==> images/ff_map.png <==
Scale bar: 100 um. Other sequential cells in the stronger grey, the rest of the logic in the fainter grey.
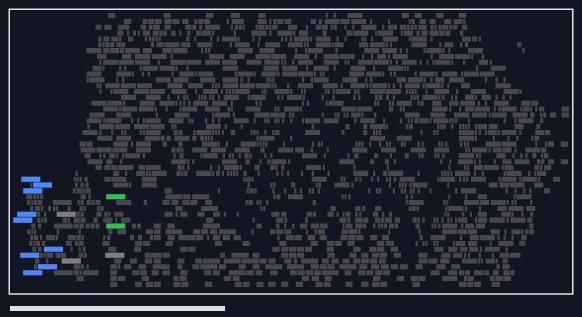
==> images/m1.png <==
Scale bar: 100 um. Supply wires on this layer in grey.
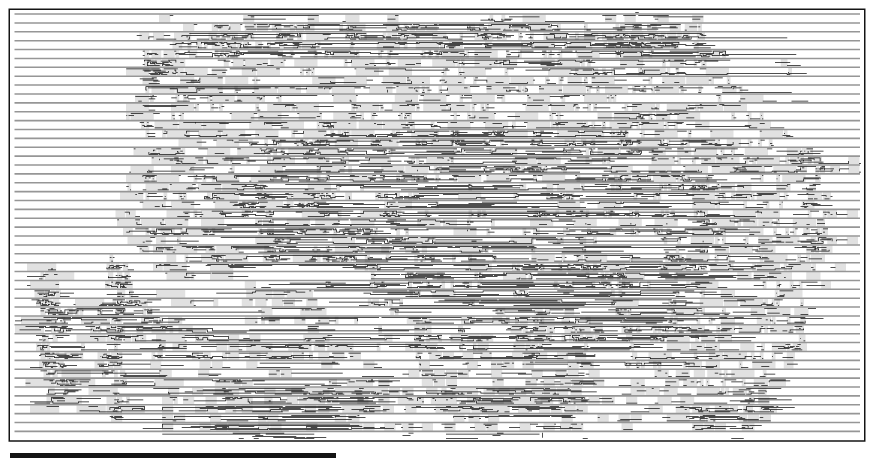
==> images/layers.png <==
Two of the layers only.
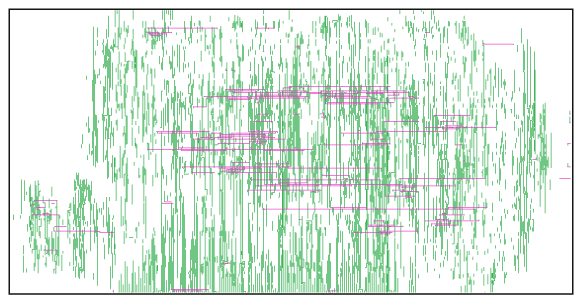
==> images/port_trees.png <==
Scale bar: 100 um.
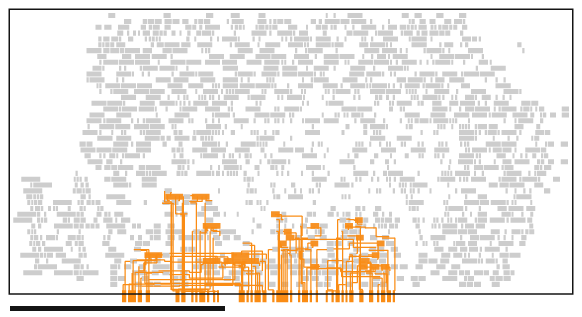
## src/rtl/mult_share_arbiter_pkg.sv

```systemverilog
// Shared types and the round-robin first-set search for the multiplier-sharing arbiter.
package mult_share_arbiter_pkg;

  typedef enum logic {
    IDLE  = 1'b0,
    GRANT = 1'b1
  } arb_state_e;

  localparam int RR_MAX_REQ = 8;
  localparam int RR_PTR_W   = 3;

  // Returns the first set index of mask scanning ptr, ptr+1, ... modulo n; -1 when none is set.
  function automatic int rr_first(input logic [RR_MAX_REQ-1:0] mask,
                                  input logic [RR_PTR_W-1:0]   ptr,
                                  input int                    n);
    int r;
    int k;
    r = -1;
    for (int i = 0; i < RR_MAX_REQ; i++) begin
      k = (int'(ptr) + i) % n;
      if (r < 0 && i < n && mask[k]) r = k;
    end
    return r;
  endfunction

endpackage

```

## src/rtl/mult_share_arbiter_rr_pick.sv

```systemverilog
// Combinational round-robin selector: first set bit of mask at or after ptr, wrapping.
module mult_share_arbiter_rr_pick
  import mult_share_arbiter_pkg::*;
#(
  parameter int NUM_REQ = 4
) (
  input  logic [NUM_REQ-1:0]         mask,
  input  logic [$clog2(NUM_REQ)-1:0] ptr,
  output logic [$clog2(NUM_REQ)-1:0] idx,
  output logic                       found
);

  localparam int IDW = $clog2(NUM_REQ);

  logic [RR_MAX_REQ-1:0] mask_w;
  logic [RR_PTR_W-1:0]   ptr_w;
  int                    r;

  always_comb begin
    mask_w              = '0;
    mask_w[NUM_REQ-1:0] = mask;
    ptr_w               = '0;
    ptr_w[IDW-1:0]      = ptr;
  end

  assign r     = rr_first(mask_w, ptr_w, NUM_REQ);
  assign found = (r >= 0);
  assign idx   = IDW'(r);

endmodule

```

## src/rtl/mult_share_arbiter.sv

```systemverilog
// Round-robin owner of one shared signed multiplier with a per-burst hold limit.
// Define MULT_SHARE_ARBITER_PIPE_EN to register MULT_OUT/PROD_VALID/PROD_ID one cycle behind GNT.
module mult_share_arbiter
  import mult_share_arbiter_pkg::*;
#(
  parameter int NUM_REQ    = 4,
  parameter int BITWIDTH_A = 16,
  parameter int BITWIDTH_B = 16,
  parameter int MAX_HOLD   = 512
) (
  input  logic                                    CLK,
  input  logic                                    RST,
  input  logic [NUM_REQ-1:0]                      REQ,
  input  logic [NUM_REQ*BITWIDTH_A-1:0]           INA,
  input  logic [NUM_REQ*BITWIDTH_B-1:0]           INB,
  output logic [NUM_REQ-1:0]                      GNT,
  output logic signed [BITWIDTH_A+BITWIDTH_B-1:0] MULT_OUT,
  output logic                                    PROD_VALID,
  output logic [$clog2(NUM_REQ)-1:0]              PROD_ID,
  output logic                                    BUSY,
  output arb_state_e                              dbg_state
);

  localparam int IDW = $clog2(NUM_REQ);
  localparam int HCW = $clog2(MAX_HOLD);
  localparam int PW  = BITWIDTH_A + BITWIDTH_B;

  arb_state_e               state;
  logic [IDW-1:0]           owner;
  logic [IDW-1:0]           ptr;
  logic [HCW-1:0]           hold_cnt;
  logic [IDW-1:0]           pick_idx;
  logic                     pick_found;
  logic [IDW-1:0]           alt_idx;
  logic                     alt_found;
  logic [NUM_REQ-1:0]       alt_mask;
  logic signed [BITWIDTH_A-1:0] op_a;
  logic signed [BITWIDTH_B-1:0] op_b;
  logic signed [PW-1:0]     a_ext;
  logic signed [PW-1:0]     b_ext;
  logic signed [PW-1:0]     prod;

  function automatic logic [IDW-1:0] wrap_inc(input logic [IDW-1:0] i);
    return (i == IDW'(NUM_REQ - 1)) ? '0 : i + 1'b1;
  endfunction

  // On hold expiry the current owner is hidden so any other waiting requester takes over.
  assign alt_mask = REQ & ~(NUM_REQ'(1) << owner);

  mult_share_arbiter_rr_pick #(.NUM_REQ(NUM_REQ)) u_pick (
    .mask  (REQ),
    .ptr   (ptr),
    .idx   (pick_idx),
    .found (pick_found)
  );

  mult_share_arbiter_rr_pick #(.NUM_REQ(NUM_REQ)) u_alt (
    .mask  (alt_mask),
    .ptr   (ptr),
    .idx   (alt_idx),
    .found (alt_found)
  );

  always_ff @(posedge CLK or posedge RST) begin
    if (RST) begin
      state    <= IDLE;
      owner    <= '0;
      ptr      <= '0;
      hold_cnt <= '0;
    end else begin
      case (state)
        IDLE: begin
          if (pick_found) begin
            state    <= GRANT;
            owner    <= pick_idx;
            ptr      <= wrap_inc(pick_idx);
            hold_cnt <= '0;
          end
        end
        GRANT: begin
          if (!REQ[owner]) begin
            if (pick_found) begin
              owner    <= pick_idx;
              ptr      <= wrap_inc(pick_idx);
              hold_cnt <= '0;
            end else begin
              state <= IDLE;
            end
          end else if (hold_cnt < HCW'(MAX_HOLD - 1)) begin
            hold_cnt <= hold_cnt + 1'b1;
          end else begin
            hold_cnt <= '0;
            if (alt_found) begin
              owner <= alt_idx;
              ptr   <= wrap_inc(alt_idx);
            end else begin
              ptr <= wrap_inc(owner);
            end
          end
        end
        default: state <= IDLE;
      endcase
    end
  end

  assign GNT       = (state == GRANT) ? (NUM_REQ'(1) << owner) : '0;
  assign BUSY      = (state == GRANT);
  assign dbg_state = state;

  always_comb begin
    op_a = '0;
    op_b = '0;
    if (state == GRANT) begin
      op_a = INA[owner*BITWIDTH_A +: BITWIDTH_A];
      op_b = INB[owner*BITWIDTH_B +: BITWIDTH_B];
    end
  end

  assign a_ext = PW'(op_a);
  assign b_ext = PW'(op_b);
  assign prod  = a_ext * b_ext;

  // PROD_VALID marks the cycle in which MULT_OUT carries the product of requester PROD_ID;
  // there is no back-pressure, the owning requester must sample it in that cycle.
`ifdef MULT_SHARE_ARBITER_PIPE_EN
  logic signed [PW-1:0] prod_q;
  logic                 valid_q;
  logic [IDW-1:0]       id_q;

  always_ff @(posedge CLK or posedge RST) begin
    if (RST) begin
      prod_q  <= '0;
      valid_q <= 1'b0;
      id_q    <= '0;
    end else begin
      prod_q  <= prod;
      valid_q <= (state == GRANT);
      id_q    <= owner;
    end
  end

  assign MULT_OUT   = prod_q;
  assign PROD_VALID = valid_q;
  assign PROD_ID    = id_q;
`else
  assign MULT_OUT   = prod;
  assign PROD_VALID = BUSY;
  assign PROD_ID    = owner;
`endif

endmodule

```

## config.mk

```make
export PLATFORM = sky130hd
export DESIGN_NAME = mult_share_arbiter
export DESIGN_NICKNAME = d
export VERILOG_FILES = /design/src/rtl/mult_share_arbiter_pkg.sv /design/src/rtl/mult_share_arbiter_rr_pick.sv /design/src/rtl/mult_share_arbiter.sv
export SDC_FILE = /design/constraint.sdc
export NUM_CORES = 1
export LEC_CHECK = 0
export CAP_MARGIN = 20
export CELL_PAD_IN_SITES_DETAIL_PLACEMENT = 0
export CELL_PAD_IN_SITES_GLOBAL_PLACEMENT = 2
export CORE_ASPECT_RATIO = 0.5
export CORE_UTILIZATION = 35
export CTS_BUF_LIST = sky130_fd_sc_hd__clkbuf_4 sky130_fd_sc_hd__clkbuf_8 sky130_fd_sc_hd__clkbuf_16
export DETAILED_ROUTE_END_ITERATION = 12
export GPL_TIMING_DRIVEN = 0
export PLACE_DENSITY = 0.89
export SLEW_MARGIN = 20
export SYNTH_ARGS = -nofsm -noshare
export SYNTH_HDL_FRONTEND = slang
export SYNTH_SLANG_ARGS = --single-unit
```

## constraint.sdc

```tcl
create_clock -name CLK -period 28.4 [get_ports CLK]
set_clock_uncertainty 0.05 [all_clocks]
set_input_delay 5.68 -clock CLK [delete_from_list [all_inputs] [get_ports CLK]]
set_output_delay 5.68 -clock CLK [all_outputs]
set_load 0.02 [all_outputs]
```

==> run summary <==
Implementation numbers.

- The run finished with clean final reports.
- The number of synthesized register bits is 14.
- After technology mapping, the gate count stands at 1341.
- Summing every instance area after synthesis gives 11790 um2.
- The clock period could shrink to 19.56 ns.
- The TritonCTS buffer count is 3.
- The largest driver fanout on the critical path is 8.
- Timing would allow up to 0.05113 GHz.
- The number of global-route vias before repair came to 10710.
- Setup repair after global routing left no endpoint under its margin.
- Routing resource usage on met3 recorded by global route was 2.614%.
- The report counts max-capacitance violations totalling 0.
- The maximum number of pins on one net before global-route repair is 15.
- Per the final layout report, the fraction of cells sized above drive strength 1 comes to 4.608%.
- The fraction of met2 tracks used by global routing is 38.27%.
- The total die size is 34480 um2.
- The mean cell area of the mapped netlist is 8.795 um2.
- Post-synthesis, Yosys gives the total cell area as 11790 um2.
- The first global-routing pass estimated 61590 um of wire.
- Hold is met by 0.4604 ns.
- Checking hold timing, the worst path is listed with class register to register.
- The number of cells on the worst reg-to-reg path is 12.
- The cell with the most instances after synthesis is inv_1.
- Yosys attributes the largest share of cell area to fa_1 44%, inv_1 9.5%, ha_1 9.2%.
- According to the timing report, the data required time at the worst endpoint equals 22.67 ns.
- The buffers inserted during post-CTS setup optimization is 0.
- The library cell with the largest summed area after synthesis is fa_1.
- Yosys mapped the design onto 64 distinct sky130hd cell types.
- The cell sitting at the root of the clock tree is a clkbuf_16.
- The endpoint of the worst-slack reg-to-reg timing path is ptr[1]$_DFFE_PP0P_.
- At the later pin of the worst-skew pair, clock insertion delay measures 0.25 ns.
- The share of flip-flops with an asynchronous set or reset is 100.0%.
- The end point of the most critical hold path is hold_cnt[4]$_DFF_PP0_.
- The post-placement setup slack is 8.922 ns.
- The number of hold buffers added after cts is 0.
- The cell total in the yosys stat output is 1341.
- The worst register-to-register path begins at PROD_ID[0]$_DFFE_PP0P_.
- STA lists the startpoint of the worst hold path as hold_cnt[4]$_DFF_PP0_.
- In this run the horizontal extent of the chip is 261.6 um.
- The busiest metal layer after global routing is met2.
- The logs give a warning total of 29.
- The number of DRC violations after detailed-routing iteration 0 is 575.
- The finished layout holds 1960 standard cells, fillers aside.
- The worst hold path cell count is 1.
- Before antenna repair, the detailed router went through 5 iterations.
- Endpoints with negative setup slack in the final report add up to 0.
- The routed layout reports a DRC error count of 0.
- The ratio of final minimum period to clock period is 68.87%.
- Setup slack on the worst reg-to-reg path comes out at 25.57 ns.
- Counting every sink on the clock net gives 14.
- Row generation in the floorplan step produced 47 rows.
- The number of nets with antenna violations after routing is 0.
- Per the detail_route report, vias per standard cell equal 5.013.
- The startpoint type of the worst setup path is a primary input.
- Sequential elements use 2.971% of the synthesized area.
- The worst setup path is captured at an output pin.
- The number of gates given a new drive strength after cts is 0.
- The final max-slew violation count recorded for this run is 0.
- After global routing the overflow that remains totals 0.
- TritonCTS built the clock tree.
- Once routing completed, OpenROAD measured the worst setup slack at 8.841 ns.
- The maximum number of buffers from clock root to sink is 2.
- According to the floorplan report, the die height is 131.8 um.
- The type of the worst setup path is primary input to output pin.
- The repair_antennas step left the layout with diodes totalling 0.
- Across all checked pins, the minimum headroom to the slew limit is 24.36%.
- In this run the layout overhead on the synthesized area is reported as 20.20%.
- According to the dpl log, the detail-placed design has an HPWL of 33990 um.
- The share of Yosys cell area claimed by the top area cell type is 44.47%.
- Once the floorplan was initialized, standard cells occupied 35.62% of the core.
- The number of warnings reported in the yosys synthesis log is 0.
- The worst path arrival time is 13.83 ns.
- The commonest cells after synthesis are 298 x inv_1, 262 x fa_1, 181 x nand2_1.
- Looking at the cell usage after synthesis, the top flip-flop cell is dfrtp_1.
- Adding up every negative setup slack in the final design gives 0 ns.
- The weighted congestion at the end of routability-driven global placement is 0.9891.
- On the worst setup and hold paths after CTS, the clock-pin slew comes to 0.05 ns.
- The area of the core is 33110 um2.
- The actual transition at the worst max-transition pin is 1.126 ns.
- Per the post-synthesis report, the nets total 1824.
- The final layout net count is 2003.
- The initial antenna violation count is 1.
- Per the placement report, the placed cell count is 1956.
- CTS built an H-tree with a depth of 1.
- The post-synth tally of flip-flops with integrated enable is 0.
- Counting endpoints that fail hold in the final report gives 0.
Back to the opening pictures, ff_map.png:
Key: `hold_cnt` = blue [flops 9]; `PROD_ID` = green [flops 2]
post-layout utilization of the core: 42.82%
FF/Latch Area: 350.3 um2

Back to the opening pictures, m1.png:
The wires run mostly horizontal. The longest straight run is 74.1 um. The layer carries 18200 um of wire. The layer holds 47% of the routed length. 1874 nets have wire on it.
via count: 9825
global-route met1 utilization: 34.58%

Back to the opening pictures, layers.png:
Key: M3 = magenta [wire length 2030 um]; M2 = green [wire length 17900 um]
average wire length per cell after detail routing: 19.70 um
DRT Wirelength: 38610 um
global routing usage summed across all routing layers: 23.57%

Back to the opening pictures, port_trees.png:
Key: `INB` = orange [direction input, edge bottom, end cells 24, buffers 64, wire 2450 um]
count of buffers from port buffering: 174
ports placed on the boundary: 175

==> per-stage QoR <==
stage	area (um2)	utilization (%)
2_1_floorplan	11790	-
3_3_place_gp	14090	42.55
3_5_place_dp	14090	42.55
4_1_cts	14180	42.82
5_1_grt	14180	42.82
6_report	14180	42.82
==> cells in the final DEF, fill, tap and decap left out, drive strengths merged, types with 2 or more instances in the layout <==
cell type	synthesis	routed
a211oi	7	7
a21o	14	14
a21oi	30	30
a221oi	2	2
and2	22	22
and3	31	31
buf	15	15
clkbuf	27	31
clkdlybuf4s50	0	174
dfrtp	14	14
fa	262	262
ha	87	87
inv	299	299
mux2	13	13
mux2i	14	14
mux4	20	20
nand2	181	181
nand2b	8	8
nand3	15	15
nor2	140	140
nor2b	7	7
nor3	3	3
o211ai	5	5
o21a	14	14
o21ai	45	45
o21bai	2	2
o31ai	3	3
or2	3	3
or3	2	2
xnor2	28	28
xor2	10	10
==> state kept, by name, summed over array words and instances (netlist names) <==
signal and cells:
ptr 2, hold_cnt 9, PROD_ID 2, BUSY 1
==> critical path, cell delays in order <==
cell and delay [ns]:
clkdlybuf4s50_1 0.40, mux2_2 0.28, o21ai_1 0.65, nor2_1 0.20
nand2_1 0.19, inv_1 0.10, fa_1 0.59, fa_1 0.90
fa_1 0.54, fa_1 0.50, fa_1 0.49, inv_1 0.05
fa_1 0.47, inv_1 0.04, ha_1 0.33, a211oi_1 0.53
nand2_1 0.16, a21oi_1 0.17, a32oi_1 0.07, and2_1 0.26
a41o_1 0.28, o211ai_2 0.18, xnor2_1 0.14, clkdlybuf4s50_1 0.63
==> logic make-up (layout without fill, tap and decap cells) <==
family          Yosys count  count (layout)  share of synthesized area, %
compound gates          136             136                         7.713
xor+xnor                 38              38                         2.822
fa+ha+maj               349             349                         53.70
buf+inv                 341             519                         11.17
flops                    14              14                         2.971
mux                      47              47                         6.249
simple gates            416             416                         15.37
==> area by class of cell <==
cell class / count / area (um2)
timing repair buffer: 174 / 1742
buffer: 42 / 195.2
tap: 441 / 551.8
sequential: 14 / 350.3
multi-input combinational: 986 / 10130
clock buffer: 4 / 88.84
inverter: 299 / 1122
fill: 3352 / 18930
==> layer usage <==
metal  share of wire (%)  vias to the layer above
met3                 5.3                       33
li1                    -                     4468
met4                 1.3                        0
met1                  47                     5034
met5                   0                        -
met2                  46                      290
==> how the worst max path moves through the flow <==
stage	to	start	depth (start not counted)
CTS	MULT_OUT[30]	INB[17]	24
finish	MULT_OUT[30]	INB[17]	24
global placement	MULT_OUT[30]	INB[1]	24
floorplan	MULT_OUT[31]	INB[17]	22
global route	MULT_OUT[30]	INB[17]	24
detailed placement	MULT_OUT[30]	INB[17]	24
